### src/rtl/pb_onepulse.sv
// Push-button conditioner: two-flop synchronizer, debounce filter and a press FSM
// that emits one pulse per accepted press plus one long_pulse when held long enough.
module pb_onepulse #(
    parameter int DEB_CYCLES  = 4,
    parameter int LONG_CYCLES = 10
) (
    input  logic clk,
    input  logic rst_n,
    input  logic pb_in,
    output logic pulse,
    output logic long_pulse,
    output logic pb_level
);

    localparam int DW = $clog2(DEB_CYCLES) + 1;
    localparam int HW = $clog2(LONG_CYCLES) + 1;
    localparam logic [DW-1:0] DEB_MAX  = DW'(DEB_CYCLES - 1);
    localparam logic [HW-1:0] LONG_MAX = HW'(LONG_CYCLES - 1);

    localparam logic [1:0] ST_IDLE = 2'd0;
    localparam logic [1:0] ST_HELD = 2'd1;
    localparam logic [1:0] ST_LONG = 2'd2;

    logic [1:0]    sync_reg;
    logic          pb_sync;
    logic          level_reg, level_next;
    logic [DW-1:0] deb_cnt_reg, deb_cnt_next;
    logic [HW-1:0] hold_cnt_reg, hold_cnt_next;
    logic [1:0]    state_reg, state_next;
    logic          pulse_reg, pulse_next;
    logic          long_reg, long_next;
    logic          rise_evt, fall_evt;

    genvar gi;
    generate
        for (gi = 0; gi < 2; gi++) begin : g_sync
            if (gi == 0) begin : g_first
                always_ff @(posedge clk or negedge rst_n) begin
                    if (!rst_n) sync_reg[gi] <= 1'b0;
                    else        sync_reg[gi] <= pb_in;
                end
            end else begin : g_rest
                always_ff @(posedge clk or negedge rst_n) begin
                    if (!rst_n) sync_reg[gi] <= 1'b0;
                    else        sync_reg[gi] <= sync_reg[gi-1];
                end
            end
        end
    endgenerate

    assign pb_sync = sync_reg[1];

    // Any disagreement that does not last DEB_CYCLES edges restarts the count.
    always_comb begin
        level_next   = level_reg;
        deb_cnt_next = '0;
        if (pb_sync != level_reg) begin
            if (deb_cnt_reg == DEB_MAX) level_next   = ~level_reg;
            else                        deb_cnt_next = deb_cnt_reg + 1'b1;
        end
    end

    // The FSM reacts to the debounced edge on the same clock that updates pb_level.
    assign rise_evt = ~level_reg &  level_next;
    assign fall_evt =  level_reg & ~level_next;

    always_comb begin
        state_next    = state_reg;
        hold_cnt_next = hold_cnt_reg;
        pulse_next    = 1'b0;
        long_next     = 1'b0;
        case (state_reg)
            ST_IDLE: begin
                if (rise_evt) begin
                    state_next    = ST_HELD;
                    pulse_next    = 1'b1;
                    hold_cnt_next = '0;
                end
            end
            ST_HELD: begin
                hold_cnt_next = hold_cnt_reg + 1'b1;
                if (fall_evt) begin
                    state_next = ST_IDLE;
                end else if (hold_cnt_reg == LONG_MAX) begin
                    state_next = ST_LONG;
                    long_next  = 1'b1;
                end
            end
            ST_LONG: begin
                if (fall_evt) state_next = ST_IDLE;
            end
            default: state_next = ST_IDLE;
        endcase
    end

    always_ff @(posedge clk or negedge rst_n) begin
        if (!rst_n) begin
            level_reg    <= 1'b0;
            deb_cnt_reg  <= '0;
            hold_cnt_reg <= '0;
            state_reg    <= ST_IDLE;
            pulse_reg    <= 1'b0;
            long_reg     <= 1'b0;
        end else begin
            level_reg    <= level_next;
            deb_cnt_reg  <= deb_cnt_next;
            hold_cnt_reg <= hold_cnt_next;
            state_reg    <= state_next;
            pulse_reg    <= pulse_next;
            long_reg     <= long_next;
        end
    end

    assign pb_level   = level_reg;
    assign pulse      = pulse_reg;
    assign long_pulse = long_reg;

endmodule

### config.mk
export PLATFORM = sky130hd
export DESIGN_NAME = pb_onepulse
export DESIGN_NICKNAME = d
export VERILOG_FILES = /design/src/rtl/pb_onepulse.sv
export SDC_FILE = /design/constraint.sdc
export NUM_CORES = 1
export LEC_CHECK = 0
export ABC_AREA = 1
export CAP_MARGIN = 40
export CORE_AREA = 3 3 40 42
export CTS_BUF_LIST = sky130_fd_sc_hd__clkbuf_16
export CTS_CLUSTER_DIAMETER = 100
export CTS_CLUSTER_SIZE = 14
export DETAILED_ROUTE_END_ITERATION = 7
export DIE_AREA = 0 0 43 45
export PLACE_DENSITY_LB_ADDON = 0.08
export SLEW_MARGIN = 0
export SYNTH_ARGS = -nofsm -noshare
export SYNTH_HDL_FRONTEND = slang
export SYNTH_SLANG_ARGS = --single-unit
### constraint.sdc
create_clock -name clk -period 1.4 [get_ports clk]
set_clock_uncertainty 0.1 [all_clocks]
set_input_delay 0.14 -clock clk [delete_from_list [all_inputs] [get_ports clk]]
set_output_delay 0.14 -clock clk [all_outputs]
set_load 0.05 [all_outputs]
run_1/met1.png
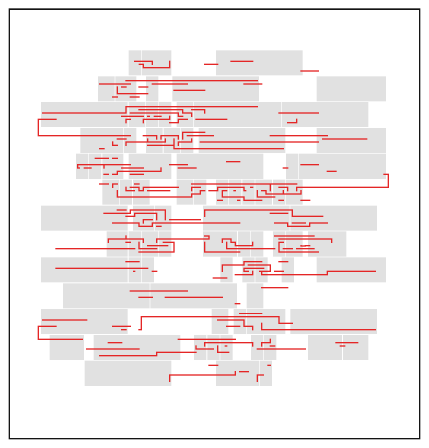
share of all routed wire = 50%
longest straight run = 14.5 microns
wire length on this layer = 552 microns
main direction = horizontal
met1 routing resource usage after global routing: 0.179
Total Wirelength: 1100 microns
Via Count: 476

run_1/met2.png
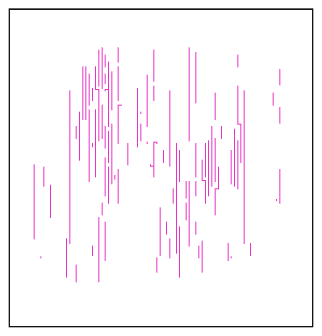
longest straight run = 21.8 microns
wire length on this layer = 459 microns
main direction = vertical
share of all routed wire = 42%
nets with wire on the layer = 65

==> flow_summary.rst, run 1 <==
Flow metrics
------------

.. list-table::
   :header-rows: 1

   * - Metric
     - Value
   * - Die Size
     - a little under 2000 sq um
   * - Met2 wire length
     - 458 microns
   * - Area fraction in full adders, half adders and majority gates
     - 0.0557
   * - Reg2Reg Launch Point
     - deb_cnt_reg[0]
   * - Number of placed I/O pins
     - 6
   * - Fraction of the mapped netlist area in simple logic gates
     - 0.297
   * - Kind of start point of the critical path
     - register
   * - Synth Seq Share
     - 0.557
   * - Detailed-placement wirelength estimate
     - between 800 and 900 microns
   * - Routed length on met3
     - 88 microns
   * - Maximum vdd drop
     - between 0.001 and 0.0015 V
   * - First-pass GRT wire length
     - 2060 microns
   * - Total cell area at the placement stage
     - 776 sq um
   * - Power density over the cells
     - ~2000 nW/um^2
   * - Multiplexer area fraction after synthesis
     - 0
   * - Fraction of layout instances using a drive strength above 1
     - 0.145
   * - Worst hold-check slack
     - about 0.11 ns
   * - Wire length on met1
     - 552 microns
   * - Number of core rows
     - 13
   * - Final net count
     - roughly 90
   * - Buffers from clock root to sink, at most
     - 2
   * - Worst setup path startpoint
     - deb_cnt_reg[0]
   * - Required time of the critical path
     - 1.43 ns
   * - Dominant comb cell
     - simple AND/OR/NAND/NOR gates
   * - Number of buffers added by the clock tree synthesis step
     - 3
   * - Residual DRC
     - 0
   * - Power consumption
     - around 1.7 mW
   * - Util after Layout
     - 0.669
   * - Cell area after technology mapping
     - approximately 670 sq um
   * - Layout overhead on the synthesized area
     - 27.5%
   * - Gates resized, CTS repair
     - 0
   * - Most frequent logic cells in the routed design
     - 15 x dfrtp_1, 14 x nand2_1, 12 x nand3_1, 9 x inv_1, 8 x nor2_1
   * - Most common cell in the synthesized netlist
     - dfrtp_1
   * - Finish-stage setup viols
     - 0
   * - Post-Synthesis Cells
     - 74
   * - Mean post-synth cell area
     - 9.11 sq um
   * - Overall global routing resource usage
     - 0.147
   * - Vias in the first global route
     - around 510
   * - Top routing layer in use
     - met4
   * - Kind of critical path
     - register to register
   * - Max_cap viols
     - 0
   * - Final non-filler cell total
     - between 90 and 100
   * - Area share of the largest cell type after synthesis
     - 0.557
   * - Maximum net fanout on the critical path
     - 7
   * - Port Buffers
     - 5
   * - Final estimated routing congestion in global placement
     - slightly below 0.8
   * - Total core area
     - ~1300 sq um
   * - Final tally of hold violations
     - 0
   * - Compound-Gate Fraction of Synth Area
     - 0.0148
   * - # Cells Yosys
     - 74
   * - Worst-case register-to-register setup slack
     - ~0.18 ns
   * - Floorplan die height
     - 45 microns
   * - CTS tree
     - done
   * - Number of synthesized register bits
     - 15
   * - Post-layout worst setup margin
     - around 0.18 ns
   * - Core Density at Floorplan
     - 0.525
   * - Setup total negative slack
     - 0 ns
   * - Antenna-violating nets left
     - 0
   * - Via count normalized by instance count
     - about 4.9
   * - Clock latency on the worst-skew pair
     - ~0.24 ns
   * - Routed length per placed instance
     - 11.3 microns
   * - Hold buffer count at CTS
     - 0
   * - Largest area contributor in the synthesized netlist
     - dfrtp_1
   * - Post-Place Setup Slack
     - 0.0890 ns
   * - Total iterations of the first detailed-routing run
     - 4
   * - Crit path time final
     - approximately 1.2 ns
   * - Synthesis warning total
     - 0
   * - Cell area leaders
     - dfrtp_1 56%, nand3_1 9.6%, nand2_1 7.8%, ha_1 5.6%, inv_1 4.5%
   * - Met2 track demand over resource in global routing
     - 0.222
   * - Clk sink count
     - 15
   * - Buffers inserted during post-CTS setup optimization
     - 0
   * - Grt ovf
     - 0
   * - Leak Pwr
     - ~0.44 nW
   * - Outcome
     - finished, final reports clean
   * - Number of antenna violations at the first check in global routing
     - 0
   * - Worst R2R Path Depth
     - 6
   * - Number of flops mapped to enable cells by yosys
     - 0
   * - Top cells by count
     - 15 x dfrtp_1, 14 x nand2_1, 13 x nand3_1, 8 x inv_1, 8 x nor2_1
   * - Number of DRC markers in iteration 0
     - 8
   * - Slew Viols, Final
     - 0
   * - Share of the synthesized netlist area taken by xor and xnor gates
     - 0.0130
   * - Horizontal die size
     - 43 microns
   * - Most used routing layer
     - met2
   * - Chip area in the Yosys report
     - 674 sq um
   * - Number of antenna repair diodes
     - 0
   * - Worst min path class
     - primary input to asynchronous set/reset pin
   * - Crit. End Element
     - register
   * - Maximum frequency from static timing analysis
     - between 800 and 900 MHz
   * - Transition time of the tightest slew-check pin
     - 0.236 ns
   * - Crit path capture
     - hold_cnt_reg[3]
   * - Slew margin rel.
     - 0.843
   * - Final clock period utilization by the worst path
     - 0.870
   * - RSZ-0062 raised after global routing
     - no
   * - Top FF cell, synth
     - dfrtp_1
   * - Instance count after placement with tap cells included
     - 94
   * - H-tree levels
     - 1
   * - Critical register-to-register path endpoint
     - hold_cnt_reg[3]
   * - Pin count of the biggest net entering global routing
     - 16
   * - Final Instance Area
     - approximately 860 sq um
   * - Critical path data arrival time
     - approximately 1.3 ns
   * - Commonest non-fill, non-tap cell in the layout
     - dfrtp_1
   * - Count of cell types in the netlist
     - 14
   * - Tool warnings
     - 27
   * - Post-synth net total
     - 80
   * - Number of flip-flops under the largest register name
     - 5
   * - Fraction of synthesis flops using an asynchronous set or reset pin
     - 1.00
   * - CTS root buffer
     - clkbuf_16
   * - Register clock-pin slew on the reported worst setup and hold paths
     - roughly 0.050 ns
run_1/met3.png
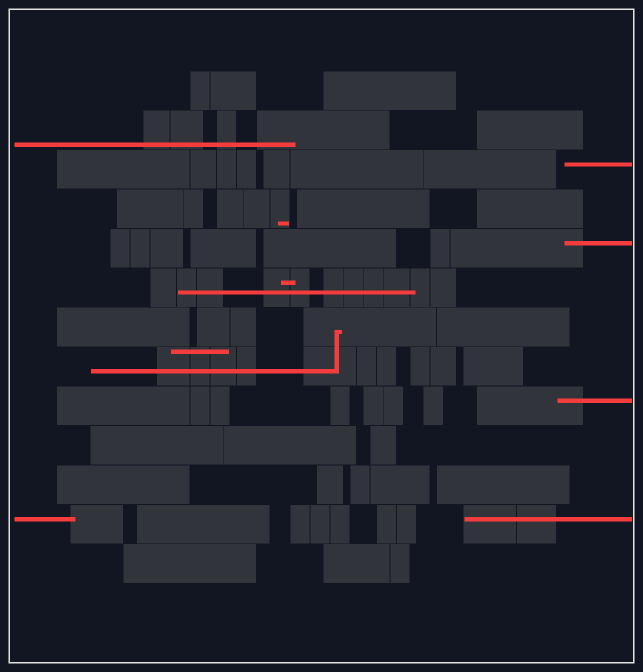
wire length on this layer = 88.3 microns
nets with wire on the layer = 10
GR Util met3: 0.0637

run_1/registers.png
Scale bar: 10 microns. Other sequential cells in the stronger grey, the rest of the logic in the fainter grey.
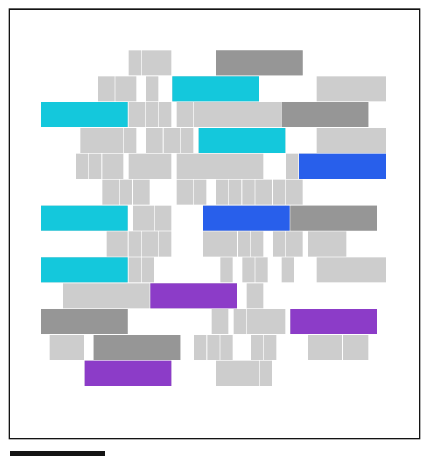
cyan -> `hold_cnt_reg`  # flops 5
blue -> `state_reg`  # flops 2
purple -> `deb_cnt_reg`  # flops 3
not coloured = 5

[run 1: power breakdown]
| group | switching [mW] | internal [mW] |
|---|---|---|
| clock network | 0.161 | 0.377 |
| registers | 0.130 | 0.550 |
| logic | 0.294 | 0.213 |
[run 1: layout make-up]
type                    count  area (sq um)
clock buffers               3          75.1
multi-input cells          48           262
fillers                    91           425
well taps                  15          18.8
repair buffers              6          87.6
clock inverters             1          3.75
flip-flops and latches     15           375
inverters                  10          37.5
[run 1: critical path: stages (launching register included)]
cell	delay, ns
dfrtp_1	0.34
ha_1	0.14
inv_1	0.06
nor2_4	0.14
nand3_2	0.16
nand3_1	0.11
nand2_1	0.05
## Run 2: what changed since run 1
--- a/config.mk
+++ b/config.mk
@@ -14,6 +14,7 @@
 export DETAILED_ROUTE_END_ITERATION = 7
 export DIE_AREA = 0 0 43 45
 export PLACE_DENSITY_LB_ADDON = 0.08
+export SKIP_LAST_GASP = 1
 export SLEW_MARGIN = 0
 export SYNTH_ARGS = -nofsm -noshare
 export SYNTH_HDL_FRONTEND = slang
==> flow_summary.rst, run 2 <==
Flow metrics
------------

.. list-table::
   :header-rows: 1

   * - Metric
     - Value
   * - Total cell area at the placement stage
     - 776 sq um (unchanged)
   * - Commonest non-fill, non-tap cell in the layout
     - dfrtp_1
   * - Grt ovf
     - 0 (unchanged)
   * - Number of flip-flops under the largest register name
     - 5 (unchanged)
   * - Setup total negative slack
     - 0 ns (unchanged)
   * - Overall global routing resource usage
     - 0.147 (unchanged)
   * - RSZ-0062 raised after global routing
     - no
   * - Final tally of hold violations
     - 0 (unchanged)
   * - Final non-filler cell total
     - 98 (unchanged)
   * - Required time of the critical path
     - 1.43 ns (about the same)
   * - Top cells by count
     - 15 x dfrtp_1, 14 x nand2_1, 13 x nand3_1, 8 x inv_1, 8 x nor2_1
   * - Tool warnings
     - 27 (unchanged)
   * - Clk sink count
     - 15 (unchanged)
   * - Maximum net fanout on the critical path
     - 7 (unchanged)
   * - Post-layout worst setup margin
     - 0.183 ns (unchanged)
   * - CP Cell Sequence
     - ha_1 > inv_1 > nor2_4 > nand3_2 > nand3_1 > nand2_1
   * - Buffers from clock root to sink, at most
     - 2 (unchanged)
   * - Final clock period utilization by the worst path
     - 0.870 (unchanged)
   * - Routed length per placed instance
     - 11.3 microns (unchanged)
   * - Total Wirelength
     - 1100 microns (unchanged)
   * - Largest area contributor in the synthesized netlist
     - dfrtp_1
   * - Slew Viols, Final
     - 0 (unchanged)
   * - Power density over the cells
     - 2010 nW/um^2 (unchanged)
   * - Worst setup path startpoint
     - deb_cnt_reg[0]
   * - Via count normalized by instance count
     - 4.86 (unchanged)
   * - Number of core rows
     - 13 (unchanged)
   * - Outcome
     - finished, final reports clean
   * - Total iterations of the first detailed-routing run
     - 4 (unchanged)
   * - # Cells Yosys
     - 74 (unchanged)
   * - Synthesis warning total
     - 0 (unchanged)
   * - Via Count
     - 476 (unchanged)
   * - Area share of the largest cell type after synthesis
     - 0.557 (unchanged)
   * - Leak Pwr
     - 0.436 nW (unchanged)
   * - Final Instance Area
     - 860 sq um (unchanged)
   * - Stages on worst setup path
     - 6 (unchanged)
   * - Crit. End Element
     - register
   * - Total core area
     - 1280 sq um (unchanged)
   * - Hold buffer count at CTS
     - 0 (unchanged)
   * - Post-synth net total
     - 80 (unchanged)
   * - Cell area after technology mapping
     - 674 sq um (unchanged)
   * - Final net count
     - 90 (unchanged)
   * - Worst min path class
     - primary input to asynchronous set/reset pin
   * - Slew margin rel.
     - 0.843 (unchanged)
   * - Floorplan die height
     - 45 microns (unchanged)
   * - Fraction of layout instances using a drive strength above 1
     - 0.145 (unchanged)
   * - Antenna-violating nets left
     - 0 (unchanged)
   * - Pin count of the biggest net entering global routing
     - 16 (unchanged)
   * - Post-Synthesis Cells
     - 74 (unchanged)
   * - Clock latency on the worst-skew pair
     - 0.24 ns (about the same)
   * - Finish-stage setup viols
     - 0 (unchanged)
   * - Critical path buffer and inverter count
     - 1 (unchanged)
   * - Maximum frequency from static timing analysis
     - 821 MHz (unchanged)
   * - Most common cell in the synthesized netlist
     - dfrtp_1
   * - Port Buffers
     - 5 (unchanged)
   * - Most frequent logic cells in the routed design
     - 15 x dfrtp_1, 14 x nand2_1, 12 x nand3_1, 9 x inv_1, 8 x nor2_1
   * - Count of cell types in the netlist
     - 14 (unchanged)
   * - Worst R2R Path Depth
     - 6 (unchanged)
   * - Crit path time final
     - 1.22 ns (unchanged)
   * - Routed length on met3
     - 88 microns (unchanged)
   * - Vias in the first global route
     - 508 (unchanged)
   * - Crit path capture
     - hold_cnt_reg[3]
   * - Number of antenna violations at the first check in global routing
     - 0 (unchanged)
   * - Core Density at Floorplan
     - 0.525 (unchanged)
   * - Top FF cell, synth
     - dfrtp_1
   * - Number of buffers added by the clock tree synthesis step
     - 3 (unchanged)
   * - Critical path data arrival time
     - 1.25 ns (about the same)
   * - Horizontal die size
     - 43 microns (unchanged)
   * - Multiplexer area fraction after synthesis
     - 0 (unchanged)
   * - Maximum single-stage delay on the critical path
     - 0.34 ns (about the same)
   * - H-tree levels
     - 1 (unchanged)
   * - Buffers inserted during post-CTS setup optimization
     - 0 (unchanged)
   * - Residual DRC
     - 0 (unchanged)
   * - CTS root buffer
     - clkbuf_16
   * - Most used routing layer
     - met2
   * - Die Size
     - 1940 sq um (unchanged)
   * - Instance count after placement with tap cells included
     - 94 (unchanged)
   * - Final estimated routing congestion in global placement
     - 0.786 (unchanged)
   * - Max_cap viols
     - 0 (unchanged)
   * - Compound-Gate Fraction of Synth Area
     - 0.0148 (unchanged)
   * - Dominant comb cell
     - simple AND/OR/NAND/NOR gates
   * - Synth Seq Share
     - 0.557 (unchanged)
   * - Top routing layer in use
     - met4
   * - Register clock-pin slew on the reported worst setup and hold paths
     - 0.05 ns (about the same)
   * - Number of antenna repair diodes
     - 0 (unchanged)
   * - GR Util met3
     - 0.0637 (unchanged)
   * - Area fraction in full adders, half adders and majority gates
     - 0.0557 (unchanged)
   * - Layout overhead on the synthesized area
     - 27.5% (unchanged)
   * - Met1 routing resource usage after global routing
     - 0.179 (unchanged)
   * - Fraction of synthesis flops using an asynchronous set or reset pin
     - 1.00 (unchanged)
   * - Kind of critical path
     - register to register
   * - Gates resized, CTS repair
     - 0 (unchanged)
   * - Number of synthesized register bits
     - 15 (unchanged)
   * - Top Family by Delay on Critical Path
     - simple AND/OR/NAND/NOR gates
   * - Wire length on met1
     - 552 microns (unchanged)
   * - Reg2Reg Launch Point
     - deb_cnt_reg[0]
   * - CTS tree
     - done
   * - Transition time of the tightest slew-check pin
     - 0.236 ns (unchanged)
   * - Detailed-placement wirelength estimate
     - 828 microns (unchanged)
   * - Critical-path cell with the highest stage delay
     - dfrtp_1
   * - Share of the synthesized netlist area taken by xor and xnor gates
     - 0.0130 (unchanged)
   * - Chip area in the Yosys report
     - 674 sq um (unchanged)
   * - Post-Place Setup Slack
     - 0.0890 ns (unchanged)
   * - Fraction of the mapped netlist area in simple logic gates
     - 0.297 (unchanged)
   * - Critical register-to-register path endpoint
     - hold_cnt_reg[3]
   * - Cell area leaders
     - dfrtp_1 56%, nand3_1 9.6%, nand2_1 7.8%, ha_1 5.6%, inv_1 4.5%
   * - Worst-case register-to-register setup slack
     - 0.18 ns (about the same)
   * - Mean post-synth cell area
     - 9.11 sq um (unchanged)
   * - Number of DRC markers in iteration 0
     - 8 (unchanged)
   * - Number of placed I/O pins
     - 6 (unchanged)
   * - First-pass GRT wire length
     - 2060 microns (unchanged)
   * - Kind of start point of the critical path
     - register
   * - Maximum vdd drop
     - 0.00122 V (unchanged)
run 2: cell counts after synthesis:
Identical to the previous run, type by type.
run 2: layout make-up:
cell class / instances / area (sq um)
clock buffer: 3 / 75.1
clock inverter: 1 / 3.75
fill: 91 / 425
inverter: 10 / 37.5
multi-input combinational: 48 / 262
sequential: 15 / 375
tap: 15 / 18.8
timing repair buffer: 6 / 87.6
run 2: through the flow:
stage,utilization,hold slack (ns),power [mW]
after global placement,0.604,0.234,1.17
after CTS,0.665,0.112,1.73
after global routing,0.669,0.127,1.87
final,0.669,0.105,1.73
after detailed placement,0.604,0.239,1.19
after floorplan,-,-0.256,1.02
run 2: report_power, final:
part           total [mW]  switching [mW]  internal, mW
registers           0.680           0.130         0.550
clock network       0.538           0.161         0.377
logic               0.507           0.294         0.213
run_2/met2.png
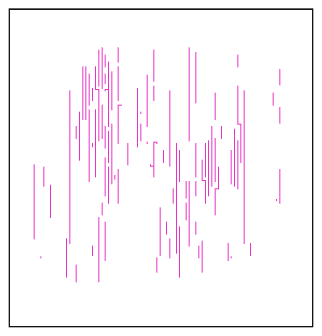
wire length on this layer = 459 microns
main direction = vertical
met2 track demand over resource in global routing: 0.222

run_2/registers.png
Scale bar: 10 microns. Other sequential cells in the stronger grey, the rest of the logic in the fainter grey.
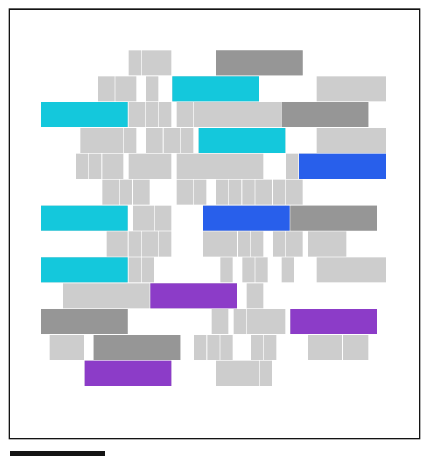
blue -> `state_reg`  # flops 2
purple -> `deb_cnt_reg`  # flops 3
cyan -> `hold_cnt_reg`  # flops 5

run_2/met3.png
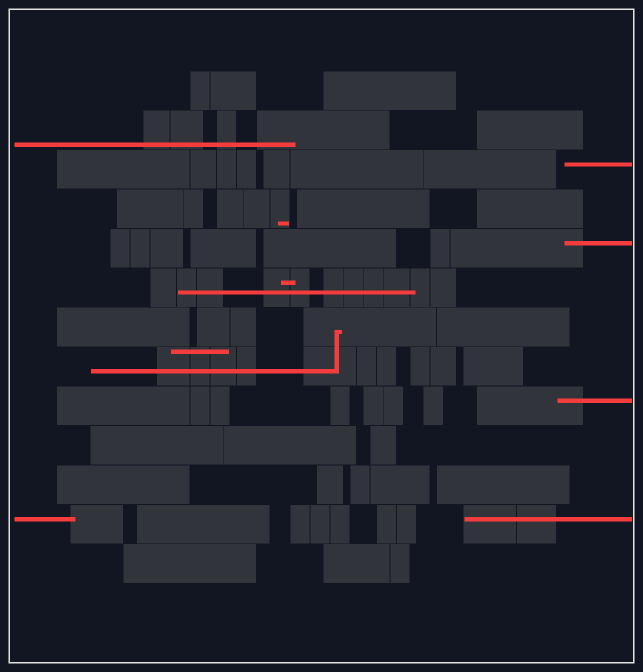
wire length on this layer = 88.3 microns
longest straight run = 19.1 microns
share of all routed wire = 8.0%

Power is estimated from default activity; no workload was simulated.
